**src/rtl/proc_feeder_pkg.sv**
```systemverilog
// Shared constants for the instruction feeder: opcode encodings, HALT mask, FSM states.
package proc_feeder_pkg;

  localparam int unsigned DataW = 9;

  // Instruction word: [8:6] opcode, [5:3] X, [2:0] Y.
  localparam logic [2:0] OP_MV  = 3'b000;
  localparam logic [2:0] OP_MVI = 3'b001;
  localparam logic [2:0] OP_ADD = 3'b010;
  localparam logic [2:0] OP_SUB = 3'b011;

  // Any opcode with this bit set is a HALT and is never issued.
  localparam logic [2:0] OP_HALT_MASK = 3'b100;

  typedef enum logic [2:0] {
    StIdle,
    StFetch,
    StIssue,
    StImm,
    StWait,
    StHalted,
    StError
  } state_e;

  function automatic logic is_halt(input logic [2:0] op);
    return (op & OP_HALT_MASK) != 3'b000;
  endfunction

endpackage

```
**src/rtl/proc_feeder_prog_mem.sv**
```systemverilog
// 1R1W program memory with a registered read; contents survive reset.
module prog_mem #(
  parameter int unsigned AW = 5,
  parameter int unsigned DW = 9
) (
  input  logic          clk_i,
  input  logic          we_i,
  input  logic [AW-1:0] waddr_i,
  input  logic [DW-1:0] wdata_i,
  input  logic [AW-1:0] raddr_i,
  output logic [DW-1:0] rdata_o
);

  logic [DW-1:0] mem_q [2**AW];
  logic [DW-1:0] rdata_q;

  // Synchronous write and registered read; a same-address read returns the old word.
  always_ff @(posedge clk_i) begin
    if (we_i) begin
      mem_q[waddr_i] <= wdata_i;
    end
    rdata_q <= mem_q[raddr_i];
  end

  assign rdata_o = rdata_q;

endmodule

```
**src/rtl/proc_feeder.sv**
```systemverilog
// Steps a PC through program memory, issuing each instruction (and mvi immediate) to the
// processor with a one-cycle Run strobe, then waits for Done or times out.
module proc_feeder
  import proc_feeder_pkg::*;
#(
  parameter int unsigned AW      = 5,
  parameter int unsigned TIMEOUT = 15
) (
  input  logic             clk_i,
  input  logic             rst_i,
  input  logic             start_i,
  input  logic             ld_en_i,
  input  logic [AW-1:0]    ld_addr_i,
  input  logic [DataW-1:0] ld_data_i,
  input  logic             done_i,
  output logic [DataW-1:0] din_o,
  output logic             run_o,
  output logic             busy_o,
  output logic             halted_o,
  output logic             err_o,
  output logic [AW-1:0]    pc_o
);

  // Wide enough to hold TIMEOUT with headroom.
  localparam int unsigned CW = $clog2(TIMEOUT + 2);

  state_e           state_q, state_d;
  logic [AW-1:0]    pc_q, pc_d;
  logic [CW-1:0]    cnt_q, cnt_d;
  logic             mvi_q, mvi_d;
  logic [AW-1:0]    raddr;
  logic [DataW-1:0] rdata;
  logic [2:0]       opcode;
  logic [AW-1:0]    pc_inc1, pc_inc2;

  assign opcode  = rdata[8:6];
  assign pc_inc1 = pc_q + AW'(1);
  assign pc_inc2 = pc_q + AW'(2);

  assign busy_o   = (state_q == StFetch) || (state_q == StIssue) ||
                    (state_q == StImm)   || (state_q == StWait);
  assign halted_o = (state_q == StHalted);
  assign err_o    = (state_q == StError);
  assign pc_o     = pc_q;

  prog_mem #(
    .AW (AW),
    .DW (DataW)
  ) u_prog_mem (
    .clk_i   (clk_i),
    .we_i    (ld_en_i && !busy_o),
    .waddr_i (ld_addr_i),
    .wdata_i (ld_data_i),
    .raddr_i (raddr),
    .rdata_o (rdata)
  );

  // Next-state, PC/counter update, memory read address and processor-facing outputs.
  always_comb begin
    state_d = state_q;
    pc_d    = pc_q;
    cnt_d   = cnt_q;
    mvi_d   = mvi_q;
    raddr   = pc_q;
    run_o   = 1'b0;
    din_o   = '0;
    unique case (state_q)
      StIdle, StHalted, StError: begin
        if (start_i) begin
          state_d = StFetch;
          pc_d    = '0;
        end
      end
      StFetch: state_d = StIssue;
      StIssue: begin
        // Prefetch PC+1 so the mvi immediate is ready in IMM.
        raddr = pc_inc1;
        cnt_d = '0;
        mvi_d = (opcode == OP_MVI);
        if (!is_halt(opcode)) begin
          din_o = rdata;
          run_o = 1'b1;
        end
        case (opcode)
          OP_MVI:                 state_d = StImm;
          OP_MV, OP_ADD, OP_SUB:  state_d = StWait;
          default:                state_d = StHalted;
        endcase
      end
      StImm: begin
        din_o = rdata;
        if (done_i) begin
          pc_d    = pc_inc2;
          state_d = StFetch;
        end else begin
          cnt_d   = '0;
          state_d = StWait;
        end
      end
      StWait: begin
        if (done_i) begin
          pc_d    = mvi_q ? pc_inc2 : pc_inc1;
          state_d = StFetch;
        end else if (cnt_q == CW'(TIMEOUT)) begin
          state_d = StError;
        end else begin
          cnt_d = cnt_q + CW'(1);
        end
      end
      default: state_d = StIdle;
    endcase
  end

  // State registers with synchronous active-high reset.
  always_ff @(posedge clk_i) begin
    if (rst_i) begin
      state_q <= StIdle;
      pc_q    <= '0;
      cnt_q   <= '0;
      mvi_q   <= 1'b0;
    end else begin
      state_q <= state_d;
      pc_q    <= pc_d;
      cnt_q   <= cnt_d;
      mvi_q   <= mvi_d;
    end
  end

endmodule

```
**config.mk**
```make
export PLATFORM = sky130hd
export DESIGN_NAME = proc_feeder
export DESIGN_NICKNAME = d
export VERILOG_FILES = /design/src/rtl/proc_feeder_pkg.sv /design/src/rtl/proc_feeder_prog_mem.sv /design/src/rtl/proc_feeder.sv
export SDC_FILE = /design/constraint.sdc
export NUM_CORES = 1
export LEC_CHECK = 0
export CAP_MARGIN = 20
export CORE_UTILIZATION = 55
export CTS_CLUSTER_SIZE = 28
export DETAILED_ROUTE_END_ITERATION = 12
export PLACE_DENSITY = 0.78
export REMOVE_ABC_BUFFERS = 1
export SYNTH_ARGS = -nofsm -noshare
export SYNTH_HDL_FRONTEND = slang
export SYNTH_SLANG_ARGS = --single-unit
export TNS_END_PERCENT = 5
```
**constraint.sdc**
```tcl
create_clock -name clk_i -period 2.8 [get_ports clk_i]
set_input_delay 0.56 -clock clk_i [delete_from_list [all_inputs] [get_ports clk_i]]
set_output_delay 0.56 -clock clk_i [all_outputs]
set_load 0.02 [all_outputs]
```
==> impl_metrics.csv, run 1 <==
group,metric,value,unit
critical_path,cpMostUsedCell,"buf_4",
cells_and_area,final_cell_mix,"288 x edfxtp_1, 108 x buf_4, 71 x nand2_1, 58 x mux2i_1, 51 x nor2_1",
route,dr.pass1.iters,5,
critical_path,worst-path-buf-inv,4,
cells_and_area,nMultiInputCombCells,448,
timing,period_minus_slack,2.72,ns
critical_path,required,3.23,ns
synth,ys_sh_adder,0.00394,
cts,clockBufferDepth,3,
synth,yosysUniqueCellTypes,51,
cells_and_area,nonClkBufAreaFrac,0.0863,
grt,grt_pass1_wl,45.7,mm
pwr,p_leak,5.47,nW
floorplanning,die_w,154,um
hold_path,min_from,"cnt_q[3]",
route,antenna_left,0,
job,warnings,27,
floorplanning,die_h,154,um
synth,synth_area,0.0127,mm^2
hold_path,hold_path_end,"cnt_q[3]",
synth,synthArstFlopShare,0,
grt,grt_use_met1,0.356,
timing,rsz0062_at_grt,"yes",
cells_and_area,area_growth,19.7,%
synth,ys_sh_simple,0.0779,
place,port_buffers,36,
hold_path,hold_class,"reg2reg",
synth,yosysCellCount,811,
critical_path,rr_endpoint,"u_prog_mem.rdata_o[8]",
synth,ys.warnings.count,0,
grt,busiest_layer,"met2",
cts,post_cts_buffers,0,
critical_path,rr_worst_depth,10,
synth,synthFlopType,"edfxtp_1",
cts,cts-hold-fix-buffers,0,
cells_and_area,flops,311,
critical_path,cp-endpoint,"u_prog_mem.rdata_o[8]",
synth,ys.flops,311,
place,dp_hpwl,20.0,mm
timing,period_used_share,0.971,
timing,slew_violations,0,
grt,global_route.usage.met2,0.418,
cells_and_area,nNonClkInverters,7,
cells_and_area,mostFrequentLayoutCell,"edfxtp_1",
synth,synth_area_leader_cell,"edfxtp_1",
grt,grt.overflow.total,0,
critical_path,slowest_delay,0.46,ns
place,place_area,0.0142,mm^2
critical_path,endpoint_kind,"flip-flop",
critical_path,reg2reg_slack,0.08,ns
cts,cts_tree,"built",
floorplanning,fp_util,0.561,
cells_and_area,top_area_cell_class,"registers",
route,drc,0,
route,drt-met1-wl,12.3,mm
cells_and_area,clkbuf_count,39,
route,dr.max_layer_used,"met4",
grt,grt_max_degree,33,
cells_and_area,finish.net_count,975,
cells_and_area,clock_area_frac,0.0641,
cts,insertion_delay,0.55,ns
route,drt-initial-drc-count,941,
route,wl_met2,14.6,mm
timing,worst_slew_pin_slew,0.686,ns
synth,synth_seq_share,0.717,
synth,xor_share,0.00679,
synth,mux_share,0.0971,
synth,syn-instance-count,811,
floorplanning,io_pins,37,
pwr,p_per_area,747,mW/mm^2
hold_path,worstHoldPathCells,2,
synth,synth.area.top_cells,"edfxtp_1 68%, mux4_2 5.0%, mux2i_1 4.6%",
critical_path,r2r-start,"state_q[2]",
grt,antenna_found_initial,0,
timing,fmax,368,MHz
cts,cts-root-buf,"clkbuf_16",
timing,slew_headroom,0.543,
critical_path,path_depth,10,
timing,skew,0.00998,ns
place,gp_congestion,0.896,
critical_path,cp_max_fo,17,
critical_path,startpoint_type,"flip-flop",
cells_and_area,logic_area,0.00344,mm^2
floorplanning,core,0.0226,mm^2
critical_path,path_cells,"or3b_4, xor2_4, buf_12, buf_6, buf_4, mux2i_1, a221oi_1, a2111oi_2, buf_4, nand4_1",
critical_path,crit_family,"buffers and inverters",
grt,first_global_vias,7921,
pwr,peakVddDrop,544,uV
critical_path,crit_slowest_cell,"or3b_4",
synth,ys_top_logic_family,"multiplexers",
cells_and_area,fin_area,0.0152,mm^2
floorplanning,tapCellCount,285,
cts,clock-sinks,311,
synth,syn_avg_cell_area,15.7,um^2
cts,cts_buffers,30,
synth,aoi_share,0.0784,
floorplanning,std_cell_rows,55,
critical_path,worstSetupStartpoint,"state_q[2]",
synth,edf_count,288,
synth,yosysTopAreaCellShare,0.680,
outcome,outcome,"complete, no violations",
cells_and_area,n_antenna_cell,0,
job,cap_violations,0,
cells_and_area,nNonClkBuffers,154,
synth,yosys_area,0.0127,mm^2
cts,path_clk_slew,0.06,ns
cells_and_area,comb_area_frac,0.226,
cells_and_area,fill_cells,1497,
cts,cts_max_level,1,
route,routed_via_density,6.35,
critical_path,crit_arrival,3.15,ns
critical_path,crit_type,"reg2reg",
floorplanning,dieArea,0.0237,mm^2
timing,finalSetupViolations,0,
cells_and_area,drive_gt1_frac,0.222,
route,wl_met3,2.64,mm
timing,hold_viol,0,
==> run 1: where the power goes <==
| group | internal [W] | total [W] | leakage [nW] | switching [W] |
|---|---|---|---|---|
| clock | 0.00228 | 0.00395 | 0.480 | 0.00167 |
| sequential | 0.00523 | 0.00532 | 2.78 | 0.0000902 |
| combinational | 0.000884 | 0.00210 | 2.21 | 0.00122 |
==> run 1: synth_stat cells (2+ instances only) <==
cell type and number:
a2111oi_0 7, a2111oi_1 2, a211oi_1 4, a21o_1 2
a21oi_1 50, a221oi_1 36, a221oi_2 2, a22oi_1 10
a31oi_1 9, and2_1 10, and3_1 4, buf_1 6
buf_2 13, buf_6 4, clkbuf_1 21, dfxtp_1 23
edfxtp_1 288, ha_1 4, inv_1 7, mux2_2 2
mux2i_1 58, mux4_2 28, nand2_1 71, nand2b_1 8
nand3_1 31, nand4_1 9, nor2_1 51, nor2b_1 9
nor3_1 3, o2111ai_2 3, o21a_1 2, o21ai_0 7
o21ai_1 3, or2_2 3, or3_1 3, xnor2_1 2
xnor2_2 2
==> run 1: stage by stage <==
stage	worst slack, ns	hold slack, ns	TNS (ns)	std cells	power (W)
final	0.0820	0.489	0	1261	0.0114
after global routing	-0.0217	0.526	-0.0371	1261	0.0117
after CTS	-0.0134	0.494	-0.0134	1261	0.0113
after detailed placement	-0.343	0.479	-1.02	1205	0.00745
after global placement	-0.330	0.460	-1.01	1205	0.00743
after floorplan	-2.36	0.451	-20.93	766	0.00661
==> run 1: sequential cells by signal, summed over array words and instances (netlist names) <==
name,count
u_prog_mem.mem_q,288
u_prog_mem.rdata_o,9
cnt_q,5
pc_o,5
state_q,3
mvi_q,1
==> run 1: repair_timing <==
item                       CTS  global route
resized                     16            13
hold endpoints to repair     0             0
setup endpoints to repair   18            10
gates cloned                 0             0
run_1/met3.png
(2 px per um)
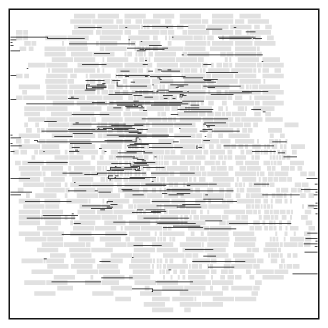
nets with wire on the layer = 172
wire length on this layer = 2640 um
share of all routed wire = 8.6%
main direction = horizontal
longest straight run = 80.7 um
Vias: 8008
wirelength, routed: 30.7 mm
met3 usage: 0.0454

run_1/metal_stack.png
(2 px per um)
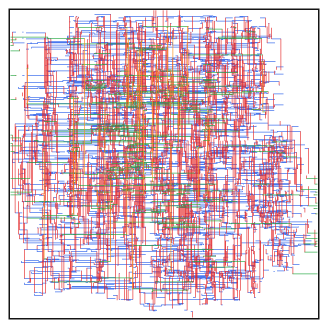
orange -> met4  # wire length 1180 um
blue -> met1  # wire length 12300 um
red -> met2  # wire length 14600 um
green -> met3  # wire length 2640 um
total track usage: 0.259
Routed wire per std cell: 24.3 um

run_1/registers.png
(2 px per um) Other sequential cells in the stronger grey, the rest of the logic in the fainter grey.
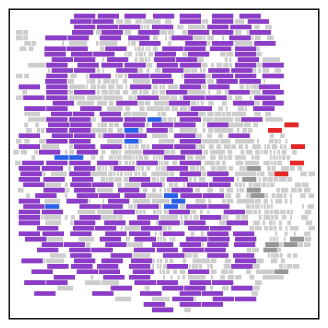
purple -> u_prog_mem.mem_q  # placed flops 288, where all over the die
blue -> u_prog_mem.rdata_o  # placed flops 9
red -> pc_o  # placed flops 5, where right middle
FF+latch area: 0.00911 mm^2
Seq. pwr: 0.00532 W
final core utilization: 0.672
flop share of the area: 0.599

==> run 1 -> run 2 <==
GPL_ROUTABILITY_DRIVEN = 0   (was not set)
run_2/met3.png
(2 px per um)
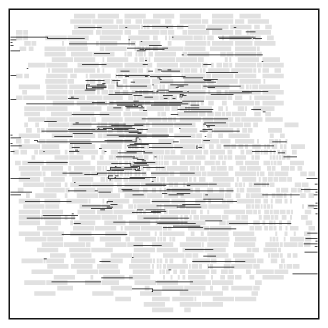
main direction = horizontal
wire length on this layer = 2640 um
share of all routed wire = 8.6%

run_2/final_congestion.png
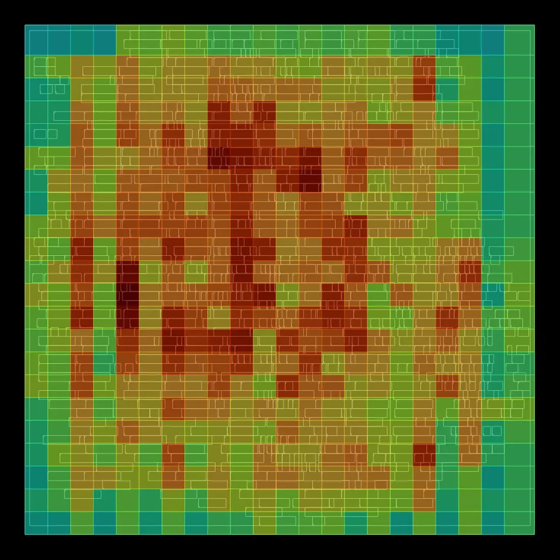
gr busiest metal: met2
met2 Use GR: 0.418
GR Util met1: 0.356

==> run 2 against run 1 <==
Total power unchanged. Critical endpoint unchanged. Highest routed layer unchanged. Sequential power about the same. Largest power group unchanged. Area after synthesis unchanged.
==> impl_metrics.csv, run 2 <==
group,metric,value,unit
pwr,p_comb_frac,0.185,
synth,ys.flops,311,
pwr,p_leak,5.47,nW
timing,worst_slew_pin_slew,0.686,ns
floorplanning,dieArea,0.0237,mm^2
route,drt_wl_total,30.7,mm
grt,grt_pass1_wl,45.7,mm
timing,setup_ws,0.0820,ns
critical_path,endpoint_kind,"flip-flop",
synth,synth_area,0.0127,mm^2
route,wl_met2,14.6,mm
place,port_buffers,36,
route,drc,0,
synth,yosysUniqueCellTypes,51,
critical_path,path_cells,"or3b_4, xor2_4, buf_12, buf_6, buf_4, mux2i_1, a221oi_1, a2111oi_2, buf_4, nand4_1",
cells_and_area,regMostFlops,"u_prog_mem.mem_q",
job,warnings,27,
route,num_vias,8008,
job,cap_violations,0,
cts,cts_buffers,30,
grt,grt_max_degree,33,
critical_path,slowest_delay,0.46,ns
cells_and_area,area_growth,19.7,%
floorplanning,fp_util,0.561,
synth,ys.warnings.count,0,
cells_and_area,final_cell_mix,"288 x edfxtp_1, 108 x buf_4, 71 x nand2_1, 58 x mux2i_1, 51 x nor2_1",
cts,path_clk_slew,0.06,ns
synth,yosysTopAreaCellShare,0.680,
place,dp_hpwl,20.0,mm
route,dr.max_layer_used,"met4",
grt,first_global_vias,7921,
cells_and_area,post-route-util,0.672,
cells_and_area,finish.net_count,975,
pwr,power_switching,0.00297,W
critical_path,cpMostUsedCell,"buf_4",
pwr,p_comb,0.00210,W
route,dr.pass1.iters,5,
outcome,outcome,"complete, no violations",
synth,synth_top_cell_by_count,"edfxtp_1",
synth,yosys_area,0.0127,mm^2
pwr,finalPower,0.0114,W
pwr,p_per_area,747,mW/mm^2
grt,grt_usage,0.259,
critical_path,crit_family,"buffers and inverters",
critical_path,r2r-start,"state_q[2]",
floorplanning,std_cell_rows,55,
synth,edf_count,288,
timing,slew_headroom,0.543,
cts,cts_max_level,1,
critical_path,crit_slowest_cell,"or3b_4",
timing,rsz0062_at_grt,"yes",
route,route.detailed.wl_per_inst,24.3,um
hold_path,min_from,"cnt_q[3]",
route,drt-initial-drc-count,941,
grt,antenna_found_initial,0,
hold_path,hold_class,"reg2reg",
cells_and_area,mostFrequentLayoutCell,"edfxtp_1",
timing,fmax,368,MHz
pwr,maxPowerGroup,"registers",
cells_and_area,n_antenna_cell,0,
route,routed_via_density,6.35,
timing,period_minus_slack,2.72,ns
pwr,power_clock,0.00395,W
critical_path,crit_type,"reg2reg",
synth,synth_seq_share,0.717,
cts,cts-hold-fix-buffers,0,
critical_path,cp_max_fo,17,
synth,synth.area.top_cells,"edfxtp_1 68%, mux4_2 5.0%, mux2i_1 4.6%",
cells_and_area,drive_gt1_frac,0.222,
critical_path,crit_arrival,3.15,ns
timing,skew,0.00998,ns
cts,cts_tree,"built",
synth,syn-instance-count,811,
timing,holdWs,0.489,ns
synth,synthArstFlopShare,0,
route,antenna_left,0,
synth,yosysCellCount,811,
floorplanning,core,0.0226,mm^2
cts,cts-root-buf,"clkbuf_16",
route,wl_met3,2.64,mm
synth,syn_avg_cell_area,15.7,um^2
critical_path,startpoint_type,"flip-flop",
-- run 2: cell counts in the layout (fill, tap and decap cells not counted) --
Identical to the previous run, type by type.
-- run 2: stage by stage --
step	std cells	area (um^2)
final	1261	15200
after global routing	1261	15200
after CTS	1261	15200
after detailed placement	1205	14200
after global placement	1205	14200
after floorplan	766	12500
-- run 2: worst register-to-register path, delay by kind of cell (launching register included) --
| family | cells | cell delay [ns] |
|---|---|---|
| AOI/OAI and AO/OA | 2 | 0.44 |
| xor gates and xnor gates | 1 | 0.20 |
| buffers and inverters | 4 | 0.77 |
| DFF | 1 | 0.32 |
| muxes | 1 | 0.33 |
| and+or+nand+nor | 2 | 0.54 |
-- run 2: timing repair --
action                                  in CTS  in global routing
endpoints found under the setup margin      18                 10
buffers inserted                             0                  0
resized                                     16                 13
-- run 2: final cells by class --
type / count / area (um^2)
clock buffer: 39 / 836
fill: 1497 / 7420
sequential: 311 / 9110
tap: 285 / 357
timing repair buffer: 154 / 1310
inverter: 7 / 26.3
clock inverter: 17 / 139
multi-input combinational: 448 / 3440
-- run 2: routing by layer --
metal	up-vias	GRT usage
li1	3478	-
met1	3980	0.356
met2	465	0.418
met3	85	0.0454
met4	0	0.100
met5	-	0
-- run 2: cells by family after synthesis --
| kind of cell | share of synthesized area |
|---|---|
| DFF | 0.717 |
| and+or+nand+nor | 0.0779 |
| AOI/OAI and AO/OA | 0.0784 |
| muxes | 0.0971 |
| buffers and inverters | 0.0193 |
| xor gates and xnor gates | 0.00679 |
| adders and majority gates | 0.00394 |
-- run 2: worst paths after layout --
check	to	slack, ns	cells past startpoint
worst max-delay path	u_prog_mem.rdata_o[8]	0.08	10
worst max register to register	u_prog_mem.rdata_o[8]	0.08	10
worst min register to register	cnt_q[3]	0.49	2
worst min-delay path	cnt_q[3]	0.49	2
==> run 2 -> run 3 <==
SLEW_MARGIN = 20   (was not set)
run_3/registers.png
(2 px per um) Other sequential cells in the stronger grey, the rest of the logic in the fainter grey.
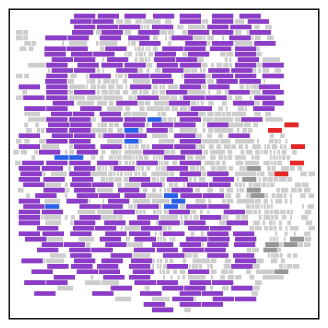
blue -> u_prog_mem.rdata_o  # placed flops 9
purple -> u_prog_mem.mem_q  # placed flops 288, where all over the die
red -> pc_o  # placed flops 5, where right middle
not coloured = 9

run_3/metal_stack.png
(2 px per um)
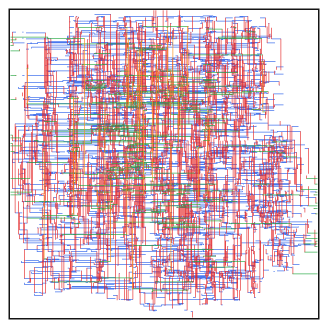
blue -> met1  # wire length 12300 um
green -> met3  # wire length 2640 um
orange -> met4  # wire length 1180 um
red -> met2  # wire length 14600 um

==> run 3 against run 2 <==
Clock skew did not move. Total power stayed put. Worst setup slack did not move. Clock power barely moved. Critical path type unchanged. Largest power group unchanged. Highest routed layer unchanged.
==> impl_metrics.csv, run 3 <==
group,metric,value,unit
outcome,outcome,"complete, no violations",
route,dr.pass1.iters,5,
grt,grt.overflow.total,0,
floorplanning,fp_util,0.561,
hold_path,hold_path_end,"cnt_q[3]",
hold_path,min_from,"cnt_q[3]",
timing,slew_violations,0,
cells_and_area,fill_cells,1497,
place,dp_hpwl,20.0,mm
critical_path,worstSetupStartpoint,"state_q[2]",
synth,syn-instance-count,811,
cts,cts-hold-fix-buffers,0,
job,cap_violations,0,
route,num_vias,8008,
pwr,swShare,0.262,
synth,yosysCellCount,811,
floorplanning,die_h,154,um
floorplanning,io_pins,37,
place,port_buffers,36,
pwr,p_comb_frac,0.185,
floorplanning,die_w,154,um
pwr,p_int,0.00839,W
cts,insertion_delay,0.55,ns
cells_and_area,regMostFlops,"u_prog_mem.mem_q",
floorplanning,std_cell_rows,55,
timing,hold_viol,0,
critical_path,crit_type,"reg2reg",
synth,synth.area.top_cells,"edfxtp_1 68%, mux4_2 5.0%, mux2i_1 4.6%",
cts,post_cts_resized,16,
critical_path,cp_max_fo,17,
grt,antenna_found_initial,0,
critical_path,startpoint_type,"flip-flop",
synth,synth_area_leader_cell,"edfxtp_1",
timing,fmax,368,MHz
synth,synth_top_cell_by_count,"edfxtp_1",
synth,edf_count,288,
timing,slew_headroom,0.543,
cells_and_area,area_growth,19.7,%
cts,clock-sinks,311,
critical_path,cp-endpoint,"u_prog_mem.rdata_o[8]",
route,drt_wl_total,30.7,mm
pwr,maxPowerGroup,"registers",
pwr,p_seq_frac,0.468,
synth,ys.warnings.count,0,
cells_and_area,largest_reg_flops,288,
pwr,p_seq,0.00532,W
pwr,p_comb,0.00210,W
critical_path,path_cells,"or3b_4, xor2_4, buf_12, buf_6, buf_4, mux2i_1, a221oi_1, a2111oi_2, buf_4, nand4_1",
critical_path,crit_arrival,3.15,ns
cells_and_area,finish.net_count,975,
pwr,peakVddDrop,544,uV
place,dp_slack,-0.343,ns
critical_path,path_depth,10,
pwr,p_per_area,747,mW/mm^2
route,antenna_left,0,
synth,synthFlopType,"edfxtp_1",
synth,ys.flops,311,
synth,synth_seq_share,0.717,
timing,period_minus_slack,2.72,ns
route,drc,0,
timing,worst_slew_pin_slew,0.686,ns
timing,period_used_share,0.971,
pwr,p_clk_frac,0.347,
cells_and_area,drive_gt1_frac,0.222,
job,warnings,27,
pwr,power_switching,0.00297,W
place,place_area,0.0142,mm^2
floorplanning,dieArea,0.0237,mm^2
hold_path,worstHoldPathCells,2,
synth,yosysUniqueCellTypes,51,
grt,grt_pass1_wl,45.7,mm
timing,fin_tns_setup,0,ns
synth,syn_avg_cell_area,15.7,um^2
cts,post_cts_buffers,0,
synth,synthArstFlopShare,0,
pwr,power_clock,0.00395,W
cts,cts-root-buf,"clkbuf_16",
cells_and_area,final_cell_mix,"288 x edfxtp_1, 108 x buf_4, 71 x nand2_1, 58 x mux2i_1, 51 x nor2_1",
floorplanning,core,0.0226,mm^2
timing,setup_ws,0.0820,ns
critical_path,worst-path-buf-inv,4,
critical_path,endpoint_kind,"flip-flop",
timing,skew,0.00998,ns
cts,path_clk_slew,0.06,ns
grt,first_global_vias,7921,
critical_path,r2r-start,"state_q[2]",
route,drt-initial-drc-count,941,
synth,synth_area,0.0127,mm^2
hold_path,hold_class,"reg2reg",
cells_and_area,n_antenna_cell,0,
critical_path,crit_family,"buffers and inverters",
critical_path,reg2reg_slack,0.08,ns
critical_path,crit_slowest_cell,"or3b_4",
critical_path,slowest_delay,0.46,ns
cells_and_area,fin_area,0.0152,mm^2
critical_path,required,3.23,ns
critical_path,rr_endpoint,"u_prog_mem.rdata_o[8]",
cts,cts_buffers,30,
cells_and_area,mostFrequentLayoutCell,"edfxtp_1",
timing,finalSetupViolations,0,
cts,clockBufferDepth,3,
grt,grt_max_degree,33,
cts,cts_tree,"built",
cts,cts_max_level,1,
pwr,p_leak,5.47,nW
synth,common_cells,"288 x edfxtp_1, 71 x nand2_1, 58 x mux2i_1",
synth,yosys_area,0.0127,mm^2
grt,grt_usage,0.259,
timing,rsz0062_at_grt,"yes",
pwr,finalPower,0.0114,W
synth,yosysTopAreaCellShare,0.680,
route,routed_via_density,6.35,
critical_path,rr_worst_depth,10,
route,route.detailed.wl_per_inst,24.3,um
critical_path,cpMostUsedCell,"buf_4",
## run 3: cell counts in the layout (fill, tap and decap cells not counted)
No cell type changed its count.
## run 3: metrics by stage
| stage | cells | hold slack, ns | utilization |
|---|---|---|---|
| after floorplan | 766 | 0.451 | - |
| after global placement | 1205 | 0.460 | 0.626 |
| after detailed placement | 1205 | 0.479 | 0.626 |
| after CTS | 1261 | 0.494 | 0.669 |
| after global routing | 1261 | 0.526 | 0.672 |
| final | 1261 | 0.489 | 0.672 |
## run 3: cells by family (layout without fill, tap and decap cells)
family | after synthesis | after routing | synth area share
AND/OR/NAND/NOR | 209 | 209 | 0.0779
buffers and inverters | 52 | 217 | 0.0193
AND-OR/OR-AND | 141 | 141 | 0.0784
XOR/XNOR | 6 | 6 | 0.00679
multiplexers | 88 | 88 | 0.0971
adder cells (fa/ha/maj) | 4 | 4 | 0.00394
flip-flops | 311 | 311 | 0.717
## run 3: worst reg2reg max path, delay by kind of cell, from the launching register on
kind	cells	cell delay, ns
flops	1	0.32
simple gates	2	0.54
mux	1	0.33
xor+xnor	1	0.20
buf+inv	4	0.77
compound gates	2	0.44
## run 3: routing by layer
layer	GRT usage	part of all wire	vias up
met2	0.418	0.48	465
met4	0.100	0.038	0
met5	0	0	-
li1	-	-	3478
met3	0.0454	0.086	85
met1	0.356	0.40	3980
## run 3: layout make-up
class | instances | area, um^2 | share of cell area
sequential | 311 | 9110 | 0.599
clock buffer | 39 | 836 | 0.0549
inverter | 7 | 26.3 | 0.00173
clock inverter | 17 | 139 | 0.00913
tap | 285 | 357 | 0.0234
timing repair buffer | 154 | 1310 | 0.0863
multi-input combinational | 448 | 3440 | 0.226
Power figures rest on the tool's default switching activity, not on a simulated workload.
